### config.mk
export PLATFORM = sky130hd
export DESIGN_NAME = mem_burst_ctrl_flat
export DESIGN_NICKNAME = d
export VERILOG_FILES = /design/src/rtl/mem_burst_ctrl_pkg.sv /design/src/rtl/mem_burst_ctrl_if.sv /design/src/rtl/mem_burst_ctrl_burst_addr_gen.sv /design/src/rtl/mem_burst_ctrl.sv /design/src/flat_wrapper.sv
export SDC_FILE = /design/constraint.sdc
export NUM_CORES = 1
export LEC_CHECK = 0
export CAP_MARGIN = 25
export CELL_PAD_IN_SITES_DETAIL_PLACEMENT = 1
export CELL_PAD_IN_SITES_GLOBAL_PLACEMENT = 1
export CORE_AREA = 4 4 68 70
export CTS_CLUSTER_DIAMETER = 80
export DETAILED_ROUTE_END_ITERATION = 16
export DIE_AREA = 0 0 72 74
export PLACE_DENSITY_LB_ADDON = 0.1
export SKIP_CTS_REPAIR_TIMING = 1
export SYNTH_ARGS = -nofsm -noshare
export SYNTH_HDL_FRONTEND = slang
export SYNTH_HIERARCHICAL = 1
export SYNTH_SLANG_ARGS = --single-unit
### constraint.sdc
create_clock -name clk -period 5.85 [get_ports clk]
set_clock_uncertainty 0.2 [all_clocks]
set_input_delay 1.4625 -clock clk [delete_from_list [all_inputs] [get_ports clk]]
set_output_delay 1.4625 -clock clk [all_outputs]
set_load 0.02 [all_outputs]
### src/rtl/mem_burst_ctrl_pkg.sv
// mcDefs: shared memory-controller constants and the burst FSM state type.
package mcDefs;
    localparam int BUSWIDTH = 8;
    localparam int MEMSIZE = 256;
    localparam int ADDRWIDTH = $clog2(MEMSIZE);
    localparam int BURSTLEN = 4;
    localparam logic [7:0] PAGE_DEFAULT = 8'h02;
    typedef enum logic [1:0] {IDLE, RD_BURST, WR_BURST, RD_DRAIN} mc_state_t;
endpackage

### src/rtl/mem_burst_ctrl_if.sv
// mem_burst_ctrl_if: requester and memory-array signals; req_err/err_cnt exist only with MEMCTRL_PAGE_ERR_EN.
interface mem_burst_ctrl_if #(
    parameter int BUSWIDTH = mcDefs::BUSWIDTH,
    parameter int ADDRWIDTH = mcDefs::ADDRWIDTH
);
    logic                   req_valid;
    logic                   req_rw;
    logic [ADDRWIDTH+7:0]   req_addr;
    logic                   req_ready;
    logic [BUSWIDTH-1:0]    wr_data;
    logic                   wr_ready;
    logic [BUSWIDTH-1:0]    rd_data;
    logic                   rd_valid;
    logic [ADDRWIDTH-1:0]   mem_addr;
    logic [BUSWIDTH-1:0]    mem_din;
    logic [BUSWIDTH-1:0]    mem_dout;
    logic                   mem_rdEn;
    logic                   mem_wrEn;
`ifdef MEMCTRL_PAGE_ERR_EN
    logic                   req_err;
    logic [7:0]             err_cnt;
`endif
    modport slave (
        input  req_valid, req_rw, req_addr, wr_data, mem_dout,
        output req_ready, wr_ready, rd_data, rd_valid, mem_addr, mem_din, mem_rdEn, mem_wrEn
`ifdef MEMCTRL_PAGE_ERR_EN
        , output req_err, err_cnt
`endif
    );
    modport master (
        output req_valid, req_rw, req_addr, wr_data, mem_dout,
        input  req_ready, wr_ready, rd_data, rd_valid, mem_addr, mem_din, mem_rdEn, mem_wrEn
`ifdef MEMCTRL_PAGE_ERR_EN
        , input req_err, err_cnt
`endif
    );
endinterface

### src/rtl/mem_burst_ctrl_burst_addr_gen.sv
// burst_addr_gen: latches the burst start address and produces wrapping beat addresses within the aligned block.
module burst_addr_gen #(
    parameter int ADDRWIDTH = mcDefs::ADDRWIDTH,
    parameter int BURSTLEN = mcDefs::BURSTLEN
) (
    input  logic                 clk,
    input  logic                 resetH,
    input  logic                 i_load,
    input  logic                 i_step,
    input  logic [ADDRWIDTH-1:0] i_start_addr,
    output logic [ADDRWIDTH-1:0] o_addr,
    output logic                 o_last
);
    localparam int CW = BURSTLEN > 1 ? $clog2(BURSTLEN) : 1;
    localparam logic [ADDRWIDTH-1:0] MASK = ADDRWIDTH'(BURSTLEN - 1);
    logic [ADDRWIDTH-1:0] r_start;
    logic [CW-1:0]        r_beat;
    always_ff @(posedge clk) begin
        if (resetH) begin
            r_start <= '0;
            r_beat  <= '0;
        end else if (i_load) begin
            r_start <= i_start_addr;
            r_beat  <= '0;
        end else if (i_step) begin
            r_beat  <= o_last ? '0 : r_beat + 1'b1;
        end
    end
    assign o_last = r_beat == CW'(BURSTLEN - 1);
    // Upper bits stay fixed, low bits count modulo BURSTLEN from the start offset
    assign o_addr = (r_start & ~MASK) | ((r_start + ADDRWIDTH'(r_beat)) & MASK);
endmodule

### src/rtl/mem_burst_ctrl.sv
// mem_burst_ctrl: page-filtered wrapping-burst sequencer for a single-port memory; MEMCTRL_PAGE_ERR_EN adds req_err/err_cnt.
module mem_burst_ctrl #(
    parameter int BUSWIDTH = mcDefs::BUSWIDTH,
    parameter int MEMSIZE = mcDefs::MEMSIZE,
    parameter int BURSTLEN = mcDefs::BURSTLEN,
    parameter logic [7:0] PAGE = mcDefs::PAGE_DEFAULT
) (
    input  logic            clk,
    input  logic            resetH,
    mem_burst_ctrl_if.slave bus
);
    import mcDefs::*;
    localparam int ADDRWIDTH = $clog2(MEMSIZE);
    mc_state_t             r_state, w_next;
    logic                  w_page_hit, w_accept, w_burst, w_last;
    logic [ADDRWIDTH-1:0]  w_addr;
    logic [BUSWIDTH-1:0]   r_rd_data;
    logic                  r_rd_valid;
    assign w_page_hit = bus.req_addr[ADDRWIDTH +: 8] == PAGE;
    assign w_accept   = r_state == IDLE && bus.req_valid && w_page_hit;
    // Gating with resetH makes a reset abort the burst on the very edge it is sampled
    assign w_burst    = (r_state == RD_BURST || r_state == WR_BURST) && !resetH;
    burst_addr_gen #(.ADDRWIDTH(ADDRWIDTH), .BURSTLEN(BURSTLEN)) u_addr_gen (
        .clk          (clk),
        .resetH       (resetH),
        .i_load       (w_accept),
        .i_step       (w_burst),
        .i_start_addr (bus.req_addr[ADDRWIDTH-1:0]),
        .o_addr       (w_addr),
        .o_last       (w_last)
    );
    always_ff @(posedge clk) begin
        if (resetH) r_state <= IDLE;
        else        r_state <= w_next;
    end
    always_comb begin
        w_next       = r_state;
        bus.mem_rdEn = 1'b0;
        bus.mem_wrEn = 1'b0;
        case (r_state)
            IDLE:     w_next = w_accept ? (bus.req_rw ? RD_BURST : WR_BURST) : IDLE;
            RD_BURST: begin
                bus.mem_rdEn = !resetH;
                w_next       = w_last ? RD_DRAIN : RD_BURST;
            end
            WR_BURST: begin
                bus.mem_wrEn = !resetH;
                w_next       = w_last ? IDLE : WR_BURST;
            end
            default:  w_next = IDLE;
        endcase
        bus.req_ready = r_state == IDLE;
        bus.wr_ready  = bus.mem_wrEn;
        bus.mem_din   = bus.mem_wrEn ? bus.wr_data : {BUSWIDTH{1'b0}};
        bus.mem_addr  = w_burst ? w_addr : '0;
    end
    always_ff @(posedge clk) begin
        if (resetH) begin
            r_rd_data  <= '0;
            r_rd_valid <= 1'b0;
        end else begin
            r_rd_valid <= r_state == RD_BURST;
            if (r_state == RD_BURST) r_rd_data <= bus.mem_dout;
        end
    end
    assign bus.rd_data  = r_rd_data;
    assign bus.rd_valid = r_rd_valid;
`ifdef MEMCTRL_PAGE_ERR_EN
    logic       w_miss, r_req_err;
    logic [7:0] r_err_cnt;
    assign w_miss = r_state == IDLE && bus.req_valid && !w_page_hit;
    always_ff @(posedge clk) begin
        if (resetH) begin
            r_req_err <= 1'b0;
            r_err_cnt <= '0;
        end else begin
            r_req_err <= w_miss;
            if (w_miss && r_err_cnt != 8'hFF) r_err_cnt <= r_err_cnt + 1'b1;
        end
    end
    assign bus.req_err = r_req_err;
    assign bus.err_cnt = r_err_cnt;
`endif
endmodule

### src/flat_wrapper.sv
// flat-port wrapper written by rule: the top's interface ports become plain ports
module mem_burst_ctrl_flat import mcDefs::*;
#(
    parameter int BUSWIDTH = mcDefs::BUSWIDTH,
    parameter int MEMSIZE = mcDefs::MEMSIZE,
    parameter int BURSTLEN = mcDefs::BURSTLEN,
    parameter logic [7:0] PAGE = mcDefs::PAGE_DEFAULT
)
  (clk, resetH, bus_req_valid, bus_req_rw, bus_req_addr, bus_wr_data, bus_mem_dout, bus_req_ready, bus_wr_ready, bus_rd_data, bus_rd_valid, bus_mem_addr, bus_mem_din, bus_mem_rdEn, bus_mem_wrEn);
  mem_burst_ctrl_if #(.BUSWIDTH(BUSWIDTH)) bus_i ();
  input  logic clk;
  input  logic resetH;
  input wire logic [$bits(bus_i.req_valid)-1:0] bus_req_valid;
  input wire logic [$bits(bus_i.req_rw)-1:0] bus_req_rw;
  input wire logic [$bits(bus_i.req_addr)-1:0] bus_req_addr;
  input wire logic [$bits(bus_i.wr_data)-1:0] bus_wr_data;
  input wire logic [$bits(bus_i.mem_dout)-1:0] bus_mem_dout;
  output wire logic [$bits(bus_i.req_ready)-1:0] bus_req_ready;
  output wire logic [$bits(bus_i.wr_ready)-1:0] bus_wr_ready;
  output wire logic [$bits(bus_i.rd_data)-1:0] bus_rd_data;
  output wire logic [$bits(bus_i.rd_valid)-1:0] bus_rd_valid;
  output wire logic [$bits(bus_i.mem_addr)-1:0] bus_mem_addr;
  output wire logic [$bits(bus_i.mem_din)-1:0] bus_mem_din;
  output wire logic [$bits(bus_i.mem_rdEn)-1:0] bus_mem_rdEn;
  output wire logic [$bits(bus_i.mem_wrEn)-1:0] bus_mem_wrEn;
  assign bus_i.req_valid = bus_req_valid;
  assign bus_i.req_rw = bus_req_rw;
  assign bus_i.req_addr = bus_req_addr;
  assign bus_i.wr_data = bus_wr_data;
  assign bus_i.mem_dout = bus_mem_dout;
  assign bus_req_ready = bus_i.req_ready;
  assign bus_wr_ready = bus_i.wr_ready;
  assign bus_rd_data = bus_i.rd_data;
  assign bus_rd_valid = bus_i.rd_valid;
  assign bus_mem_addr = bus_i.mem_addr;
  assign bus_mem_din = bus_i.mem_din;
  assign bus_mem_rdEn = bus_i.mem_rdEn;
  assign bus_mem_wrEn = bus_i.mem_wrEn;
  mem_burst_ctrl #(.BUSWIDTH(BUSWIDTH), .MEMSIZE(MEMSIZE), .BURSTLEN(BURSTLEN), .PAGE(PAGE)) u_core (.clk(clk), .resetH(resetH), .bus(bus_i));
endmodule
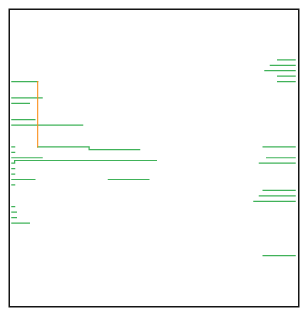
(run_1/layers.png)
Scale: 4 px per um. Two of the layers only.
M3 -> green  # wire length 226 um
M4 -> orange  # wire length 16.3 um

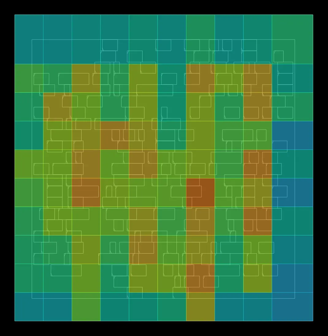
(run_1/congestion_map.png)
met1 Use GR: 10.9%
busiest grt layer: met2
final core occ: 44.9%

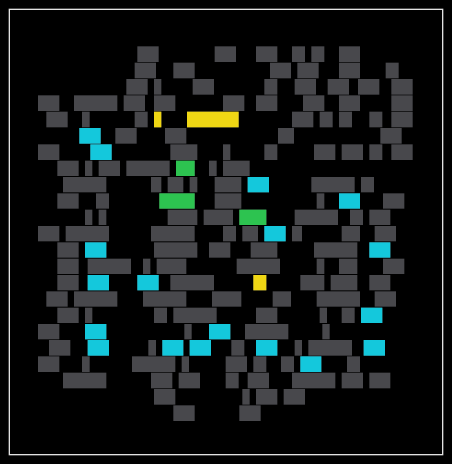
(run_1/gates.png)
Scale: 6 px per um.
aoi and oai cells -> green  # cells 3
nand cells -> yellow  # cells 3
mux cells -> cyan  # cells 18, most used mux2i_1

==> reports/results.tsv, run 1 <==
stage	metric	value	unit
min_path	Min-Delay Endpoint	u_core/u_addr_gen/r_start[5]$_SDFFE_PP0P_	
logic_synthesis	Yosys chip area	1080	um2
logic_synthesis	Yosys Warn Count	6	
drt	via-per-instance ratio	4.43	
drt	via count	970	
floorplanning	Starting Density	27.3	%
timing	Final setup viols	0	
worst_setup_path	CP max-delay cell	clkdlybuf4s50_1	
clocking	htree depth	1	
logic_synthesis	Mapped Avg Cell Area	9.76	um2
power	PD cells	150	nW/um2
logic_synthesis	# Cells Yosys	111	
clocking	TritonCTS Buffers	3	
clocking	clock slew at reported path FFs	80	ps
drt	WL per Instance	13.2	um
worst_setup_path	Crit Path Class	input port to primary output	
worst_setup_path	reg2reg start	u_core/r_state[0]$_SDFF_PP0_	
power	Pleak	0.632	nW
cells_and_area	Area Growth Syn to Fin	64.4	%
drt	wirelength, routed	2880	um
floorplanning	Die H	74	um
power	share of power burned in combinational logic	11.1	%
worst_setup_path	worst endpoint required time	4190	ps
power	Peak VDD IR	85.9	uV
min_path	Hold WC Path Type	flop to flop	
clocking	clk sinks	21	
worst_setup_path	crit path max fanout	25	
cells_and_area	Design Area, Final	1780	um2
clocking	CTS tree	built	
cells_and_area	Fillers	450	
cells_and_area	layout cell share with drive strength beyond 1	6.51	%
global_routing	initial antenna violation count	0	
outcome	status	completed	
drt	ANT nets after route	0	
power	sequential power share	53.5	%
timing	Worst slew margin	59.4	%
power	P_int	0.000213	W
clocking	Clk Latency, worst-skew pair	260	ps
[run 1: synth_stat cells]
master    count  share of area, %
xnor2_1       2               1.6
a211oi_2      1               1.2
buf_2         2              0.92
nand2b_1      1              0.58
or4_1         1              0.69
o32ai_1       1              0.81
nor4_1        1              0.58
buf_4         7               4.8
nor3_1        1              0.46
nor2b_1       4               2.3
nor2_1       18               6.2
mux2i_1      18                17
or3b_1        1              0.81
nand2_1       1              0.35
inv_1         2              0.69
o32ai_2       1               1.5
and2_1       16               9.2
nand4b_4      1               2.2
dfxtp_1      21                39
or4b_4        1               1.3
ha_1          6               6.9
clkbuf_1      4               1.4
[run 1: cells by family after synthesis]
group / Yosys count / synth area share (%)
adders and majority gates: 6 / 6.93
DFF: 21 / 38.8
buffers and inverters: 15 / 7.85
muxes: 18 / 16.6
and+or+nand+nor: 46 / 24.7
AOI/OAI and AO/OA: 3 / 3.46
xor gates and xnor gates: 2 / 1.62
[run 1: layer usage]
| metal | wire length, um | share of wire (%) | global-route usage (%) | vias to the layer above |
|---|---|---|---|---|
| met5 | 0 | 0 | 0 | - |
| met4 | 16 | 0.55 | 3.13 | 0 |
| met3 | 225 | 7.8 | 4.19 | 2 |
| met2 | 1580 | 55 | 21.1 | 31 |
| met1 | 1070 | 37 | 10.9 | 462 |
| li1 | - | - | - | 475 |
[run 1: final cells by class]
type | instances | area share, %
clock buffers | 3 | 2.32
clock inverters | 1 | 0.281
inverters | 2 | 0.421
multi-input cells | 75 | 32.4
flip-flops and latches | 21 | 23.6
well taps | 50 | 3.51
repair buffers | 67 | 37.4
[run 1: power groups by stage]
stage,Combinational [W],Sequential [W],Clock (W)
6_report,0.0000298,0.000143,0.0000945
5_1_grt,0.0000317,0.000143,0.000106
4_1_cts,0.0000304,0.000143,0.000101
3_5_place_dp,0.0000303,0.000146,0
3_3_place_gp,0.0000293,0.000146,0
2_1_floorplan,0.00000427,0.000146,0
[run 1: critical path, delay by kind of cell]
| family | cells | cell delay, ps |
|---|---|---|
| buf+inv | 4 | 1460 |
| simple gates | 2 | 240 |
[run 1: how the worst max path moves through the flow]
stage,startpoint,end,slack (ps)
floorplan,resetH,bus_mem_din[0],2000
global placement,resetH,bus_mem_addr[1],1030
finish,resetH,bus_mem_addr[4],1010
CTS,resetH,bus_mem_addr[4],980
global route,resetH,bus_mem_din[4],930
detailed placement,resetH,bus_mem_addr[4],980
[run 1: per-stage QoR]
step / total power [W] / setup WS (ps) / cells
final: 0.000267 / 1010 / 219
after global routing: 0.000281 / 931 / 219
after CTS: 0.000274 / 984 / 219
after detailed placement: 0.000177 / 979 / 215
after global placement: 0.000176 / 1030 / 214
after floorplan: 0.000151 / 2000 / 111
[run 1: registers in the layout, summed over array words and instances (netlist names)]
name / count
u_core/bus.rd_data: 8
u_core/bus.rd_valid: 1
u_core/r_state: 2
u_core/u_addr_gen/r_beat: 2
u_core/u_addr_gen/r_start: 8
==> run_1/closeup.png <==
Region (21, 37) to (51, 67) um. Cells in gray, sequential cells in the stronger gray; small squares are vias.
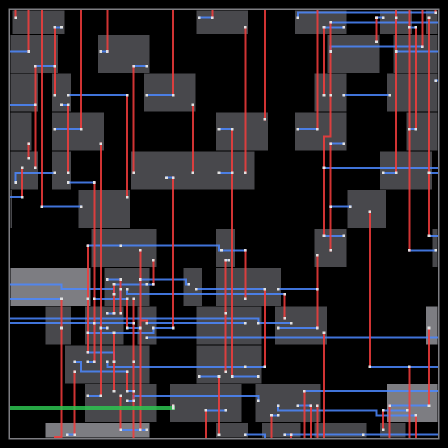

==> run 1 -> run 2 <==
--- a/config.mk
+++ b/config.mk
@@ -8,10 +8,10 @@
 export CAP_MARGIN = 25
 export CELL_PAD_IN_SITES_DETAIL_PLACEMENT = 1
 export CELL_PAD_IN_SITES_GLOBAL_PLACEMENT = 1
-export CORE_AREA = 4 4 68 70
+export CORE_AREA = 4 4 74 76
 export CTS_CLUSTER_DIAMETER = 80
 export DETAILED_ROUTE_END_ITERATION = 16
-export DIE_AREA = 0 0 72 74
+export DIE_AREA = 0 0 78 80
 export PLACE_DENSITY_LB_ADDON = 0.1
 export SKIP_CTS_REPAIR_TIMING = 1
 export SYNTH_ARGS = -nofsm -noshare
==> constraint.sdc (replaced) <==
create_clock -name clk -period 3.95 [get_ports clk]
set_clock_uncertainty 0.2 [all_clocks]
set_input_delay 0.9875 -clock clk [delete_from_list [all_inputs] [get_ports clk]]
set_output_delay 0.9875 -clock clk [all_outputs]
set_load 0.02 [all_outputs]
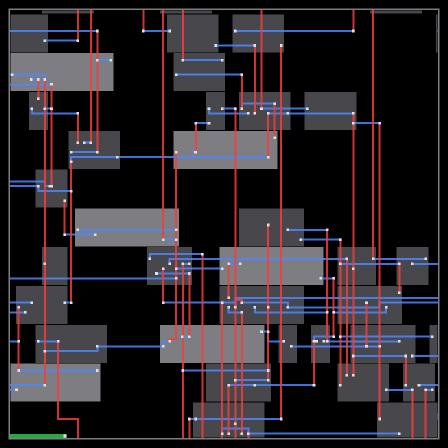
(run_2/closeup.png)
Region (24, 41) to (54, 71) um. Cells in gray, sequential cells in the stronger gray; small squares are vias.
M2 -> red
M3 -> green
M1 -> blue
netlist names of flops here include = u_core/bus.rd_data (3), u_core/r_state (2)
most frequent = dfxtp_1 (6), clkdlybuf4s50_1 (5)
cells with their middle in the window = 32
sequential cells in the window = 6

==> run 2 against run 1 <==
Effect of this change: count of clock-buffer cells in the layout unchanged; sequential share of layout area down 0.42 points; core utilization down 6.5 points.
==> reports/results.tsv, run 2 <==
stage	metric	value	unit
worst_setup_path	CP most frequent cell	clkdlybuf4s50_1	
timing	Setup WS post-layout	252	ps
logic_synthesis	Mapped Avg Cell Area	9.76	um2
worst_setup_path	worst endpoint required time	2760	ps
logic_synthesis	Top FF cell, synth	dfxtp_1	
logic_synthesis	most numerous cell in the Yosys netlist	dfxtp_1	
timing	Final setup viols	0	
logic_synthesis	cell type with the largest total area	dfxtp_1	
place	port bufs	64	
logic_synthesis	Yosys Warn Count	6	
power	PD cells	218	nW/um2
logic_synthesis	most frequent cells after synthesis	dfxtp_1, mux2i_1, nor2_1	
drt	met2 WL	1530	um
logic_synthesis	asr flop ratio synth	0	%
cells_and_area	Area Growth Syn to Fin	67.4	%
logic_synthesis	EDFF count, synth	0	
drt	via-per-instance ratio	4.05	
worst_setup_path	crit path max fanout	11	
drt	via count	965	
logic_synthesis	Top area cell types	dfxtp_1, mux2i_1, and2_1	
logic_synthesis	Top cell area share	38.8	%
drt	Metal-1 WL	1260	um
outcome	status	completed	
drt	DR top layer	met4	
drt	met3 wire length	238	um
power	Pleak	0.642	nW
power	P_int	0.000315	W
logic_synthesis	Mapped Cells	111	
place	Placement Setup Slack	240	ps
cells_and_area	Fillers	534	
power	Peak VDD IR	112	uV
floorplanning	Starting Density	22.9	%
clocking	TritonCTS Buffers	3	
worst_setup_path	Crit Path Class	input port to primary output	
logic_synthesis	Yosys chip area	1080	um2
worst_setup_path	reg2reg setup slack	2060	ps
power	share of power burned in combinational logic	11.3	%
floorplanning	Die H	80	um
min_path	Hold WC Path Type	flop to flop	
timing	Worst slew margin	82.1	%
clocking	CTS tree	built	
logic_synthesis	syn nets	153	
worst_setup_path	CP max-delay cell	clkdlybuf4s50_1	
clocking	clk sinks	21	
cells_and_area	Design Area, Final	1810	um2
logic_synthesis	# Cells Yosys	111	
global_routing	initial antenna violation count	0	
clocking	htree depth	1	
clocking	clock slew at reported path FFs	80	ps
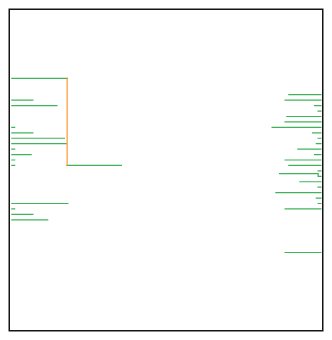
(run_2/layers.png)
Scale: 4 px per um. Two of the layers only.
WL per Instance: 12.8 um
wirelength, routed: 3050 um

[run 2: cell counts after synthesis]
Identical to the previous run, type by type.
[run 2: worst paths after layout]
check,startpoint,endpoint,depth (start not counted)
max,resetH,bus_mem_addr[3],5
min,u_core/u_addr_gen/r_start[5]$_SDFFE_PP0P_,u_core/u_addr_gen/r_start[5]$_SDFFE_PP0P_,2
min reg2reg,u_core/u_addr_gen/r_start[5]$_SDFFE_PP0P_,u_core/u_addr_gen/r_start[5]$_SDFFE_PP0P_,2
max reg2reg,u_core/r_state[0]$_SDFF_PP0_,u_core/u_addr_gen/r_beat[0]$_SDFFE_PP0P_,6
[run 2: routing by layer]
| metal | up-vias | GRT usage (%) |
|---|---|---|
| met5 | - | 0 |
| met4 | 0 | 3.15 |
| met3 | 2 | 3.39 |
| met2 | 38 | 17.5 |
| met1 | 448 | 10.7 |
| li1 | 477 | - |
[run 2: through the flow]
step	util (%)	std cells	total power (W)	hold WS [ps]
floorplan	-	111	0.000223	262
detailed placement	37.4	234	0.000262	277
CTS	38.4	238	0.000405	297
finish	38.4	238	0.000395	293
global placement	37.4	234	0.000261	266
global route	38.4	238	0.000416	324
[run 2: final cells by class]
type | count | share of cell area, %
Inverter | 2 | 0.414
Clock buffer | 3 | 2.28
Clock inverter | 1 | 0.276
Tap cell | 67 | 4.62
Multi-Input combinational cell | 75 | 31.9
Timing Repair Buffer | 69 | 37.4
Sequential cell | 21 | 23.2
[run 2: worst max-delay path, delay by kind of cell]
kind	cells	cell delay (ps)
and+or+nand+nor	2	280
buffers and inverters	3	1240
[run 2: cells by family (layout without fill, tap and decap cells)]
family / Yosys count / in the layout / synth area share (%)
simple gates: 46 / 46 / 24.7
flops: 21 / 21 / 38.8
mux: 18 / 18 / 16.6
buf+inv: 15 / 75 / 7.85
fa+ha+maj: 6 / 6 / 6.93
compound gates: 3 / 3 / 3.46
xor+xnor: 2 / 2 / 1.62
[run 2: power by group through the flow]
stage          combinational, W  sequential, W  clock [W]
6_report              0.0000445       0.000212   0.000139
3_3_place_gp          0.0000442       0.000217          0
4_1_cts               0.0000452       0.000212   0.000148
5_1_grt               0.0000471       0.000212   0.000157
2_1_floorplan        0.00000633       0.000217          0
3_5_place_dp          0.0000450       0.000217          0
==> run_2/gates.png <==
Scale: 6 px per um.
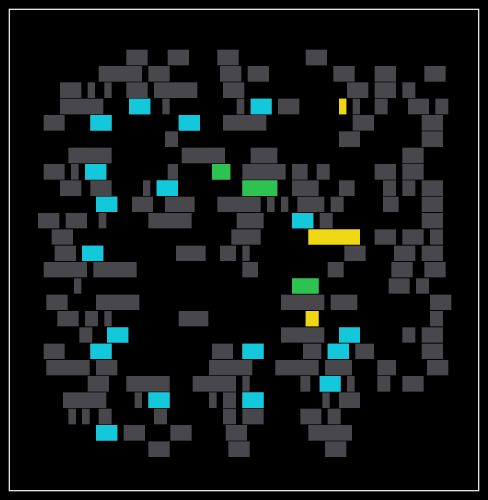

==> run 2 -> run 3 <==
--- a/config.mk
+++ b/config.mk
@@ -8,10 +8,11 @@
 export CAP_MARGIN = 25
 export CELL_PAD_IN_SITES_DETAIL_PLACEMENT = 1
 export CELL_PAD_IN_SITES_GLOBAL_PLACEMENT = 1
-export CORE_AREA = 4 4 74 76
+export CORE_AREA = 4 4 69 71
+export CTS_BUF_LIST = sky130_fd_sc_hd__clkbuf_8
 export CTS_CLUSTER_DIAMETER = 80
 export DETAILED_ROUTE_END_ITERATION = 16
-export DIE_AREA = 0 0 78 80
+export DIE_AREA = 0 0 73 75
 export PLACE_DENSITY_LB_ADDON = 0.1
 export SKIP_CTS_REPAIR_TIMING = 1
 export SYNTH_ARGS = -nofsm -noshare
==> constraint.sdc (replaced) <==
create_clock -name clk -period 3.6 [get_ports clk]
set_clock_uncertainty 0.2 [all_clocks]
set_input_delay 0.9 -clock clk [delete_from_list [all_inputs] [get_ports clk]]
set_output_delay 0.9 -clock clk [all_outputs]
set_load 0.02 [all_outputs]
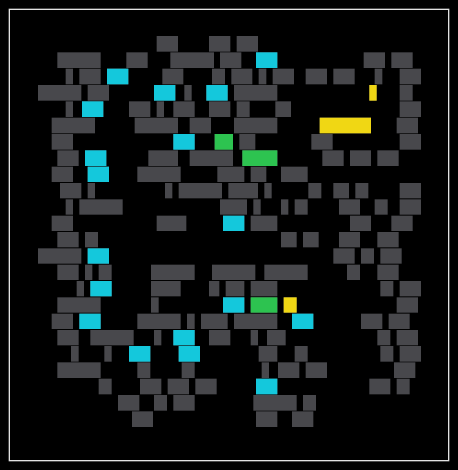
(run_3/gates.png)
Scale: 6 px per um.
mux cells -> cyan  # cells 18, most used mux2i_1
aoi and oai cells -> green  # cells 3
nand cells -> yellow  # cells 3

==> run 3 against run 2 <==
Effect of this change: die size is 12% lower; wire length is 6.1% lower; cell area is 1.1% lower; non-clock buffer count stayed put; first-iteration DRC count is 71% lower; core utilization is 4.0 points higher; sequential share of layout area is 0.26 points higher; count of clock-buffer cells in the layout stayed put.
==> reports/results.tsv, run 3 <==
stage	metric	value	unit
clocking	Clk Latency, worst-skew pair	250	ps
global_routing	initial antenna violation count	0	
worst_setup_path	Crit Path Class	input port to primary output	
logic_synthesis	most frequent cells after synthesis	dfxtp_1, mux2i_1, nor2_1	
outcome	status	completed	
cells_and_area	layout cell share with drive strength beyond 1	7.02	%
power	share of power burned in combinational logic	11.3	%
power	Peak VDD IR	115	uV
drt	wirelength, routed	2870	um
min_path	Worst Hold Depth	2	
power	Pwr Total	0.000429	W
worst_setup_path	crit path max fanout	11	
drt	WL per Instance	12.9	um
floorplanning	Starting Density	25.6	%
clocking	clk sinks	21	
place	Placement Setup Slack	74.1	ps
logic_synthesis	cell type with the largest total area	dfxtp_1	
logic_synthesis	most numerous cell in the Yosys netlist	dfxtp_1	
logic_synthesis	Top area cell types	dfxtp_1, mux2i_1, and2_1	
power	PD cells	239	nW/um2
logic_synthesis	EDFF count, synth	0	
logic_synthesis	asr flop ratio synth	0	%
cells_and_area	final core occ	42.4	%
logic_synthesis	Yosys chip area	1080	um2
logic_synthesis	Mapped Avg Cell Area	9.76	um2
worst_setup_path	reg2reg setup slack	1720	ps
min_path	worst min-delay path startpoint	u_core/u_addr_gen/r_start[4]$_SDFFE_PP0P_	
cells_and_area	Design Area, Final	1790	um2
power	P_int	0.000345	W
worst_setup_path	worst endpoint required time	2500	ps
worst_setup_path	FF-to-FF End	u_core/u_addr_gen/r_beat[0]$_SDFFE_PP0P_	
power	sequential power share	54.1	%
drt	via-per-instance ratio	4.31	
worst_setup_path	reg2reg start	u_core/r_state[0]$_SDFF_PP0_	
worst_setup_path	cells on worst reg2reg path	6	
logic_synthesis	Yosys Warn Count	6	
logic_synthesis	Top cell area share	38.8	%
drt	via count	961	
timing	Worst slew margin	83.0	%
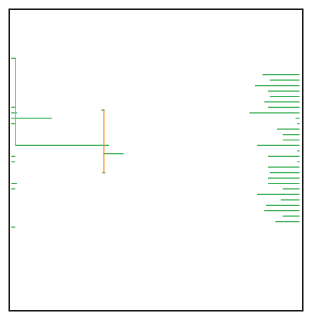
(run_3/layers.png)
Scale: 4 px per um. Two of the layers only.
M3 -> green  # wire length 223 um
M4 -> orange  # wire length 37.4 um

run 3: cell count changes in the layout (fill, tap and decap cells not counted), sizes merged:
cell,delta
inv,+1
clkinv,-1
run 3: kinds of logic (layout without fill, tap and decap cells):
| family | Yosys count | in the layout | synth area share, % |
|---|---|---|---|
| muxes | 18 | 18 | 16.6 |
| and+or+nand+nor | 46 | 46 | 24.7 |
| xor gates and xnor gates | 2 | 2 | 1.62 |
| adders and majority gates | 6 | 6 | 6.93 |
| buffers and inverters | 15 | 75 | 7.85 |
| AOI/OAI and AO/OA | 3 | 3 | 3.46 |
| DFF | 21 | 21 | 38.8 |
run 3: metrics by stage:
step	hold WS, ps	std cells
final	286	223
after global routing	322	223
after CTS	297	223
after detailed placement	281	219
after global placement	270	219
after floorplan	262	111
run 3: worst max-delay path, delay by kind of cell:
kind,cells,cell delay (ps)
buffers and inverters,3,1220
and+or+nand+nor,2,270
run 3: cell type report:
class,instances,area [um2],area share [%]
timing repair buffer,69,678,37.8
clock buffer,3,41.3,2.30
inverter,2,7.51,0.418
tap,52,65.1,3.63
multi-input combinational,75,578,32.2
clock inverter,1,3.75,0.209
sequential,21,420,23.4
run 3: power by group through the flow:
stage                 logic, W  clock network [W]  registers (W)
global route         0.0000523           0.000168       0.000232
detailed placement   0.0000492                  0       0.000238
finish               0.0000485           0.000149       0.000232
floorplan           0.00000694                  0       0.000238
global placement     0.0000484                  0       0.000238
CTS                  0.0000494           0.000157       0.000232
run 3: worst max-delay path by stage:
stage               slack [ps]              end  startpoint  cells after the start
floorplan                  870   bus_mem_din[0]      resetH                      3
global placement            80  bus_mem_addr[3]      resetH                      5
detailed placement          70  bus_mem_addr[1]      resetH                      5
CTS                         60  bus_mem_addr[4]      resetH                      5
global route                 9  bus_mem_addr[0]      resetH                      5
finish                     110  bus_mem_addr[4]      resetH                      5
run 3: layer usage:
| metal | vias to the layer above | track usage (%) | part of all wire [%] |
|---|---|---|---|
| met4 | 0 | 4.30 | 1.3 |
| met1 | 437 | 12.7 | 41 |
| met5 | - | 0 | 0 |
| met2 | 41 | 19.4 | 50 |
| li1 | 478 | - | - |
| met3 | 5 | 2.27 | 7.7 |

==> layout pictures side by side <==
M1 wires.
Scale: 4 px per um. Supply wires on this layer in gray.
(a)
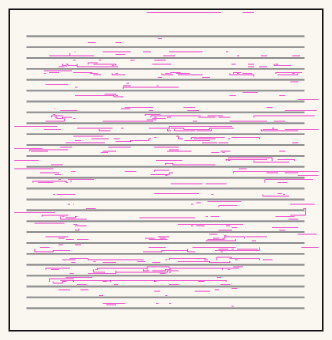
(b)
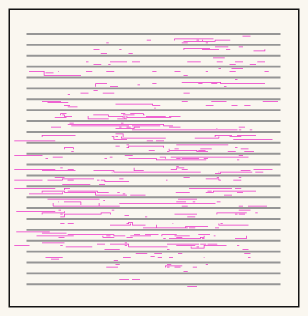
(c)
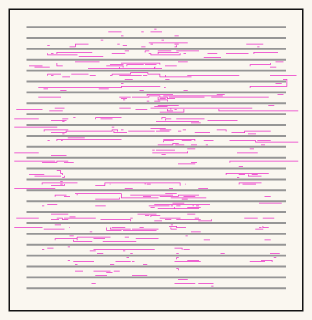
| picture | from |
|---|---|
| (a) | run 2 |
| (b) | run 1 |
| (c) | run 3 |

Key to (c):
nets with wire on the layer = 181
main direction = horizontal
wire length on this layer = 1180 um

Power is estimated from default activity; no workload was simulated.
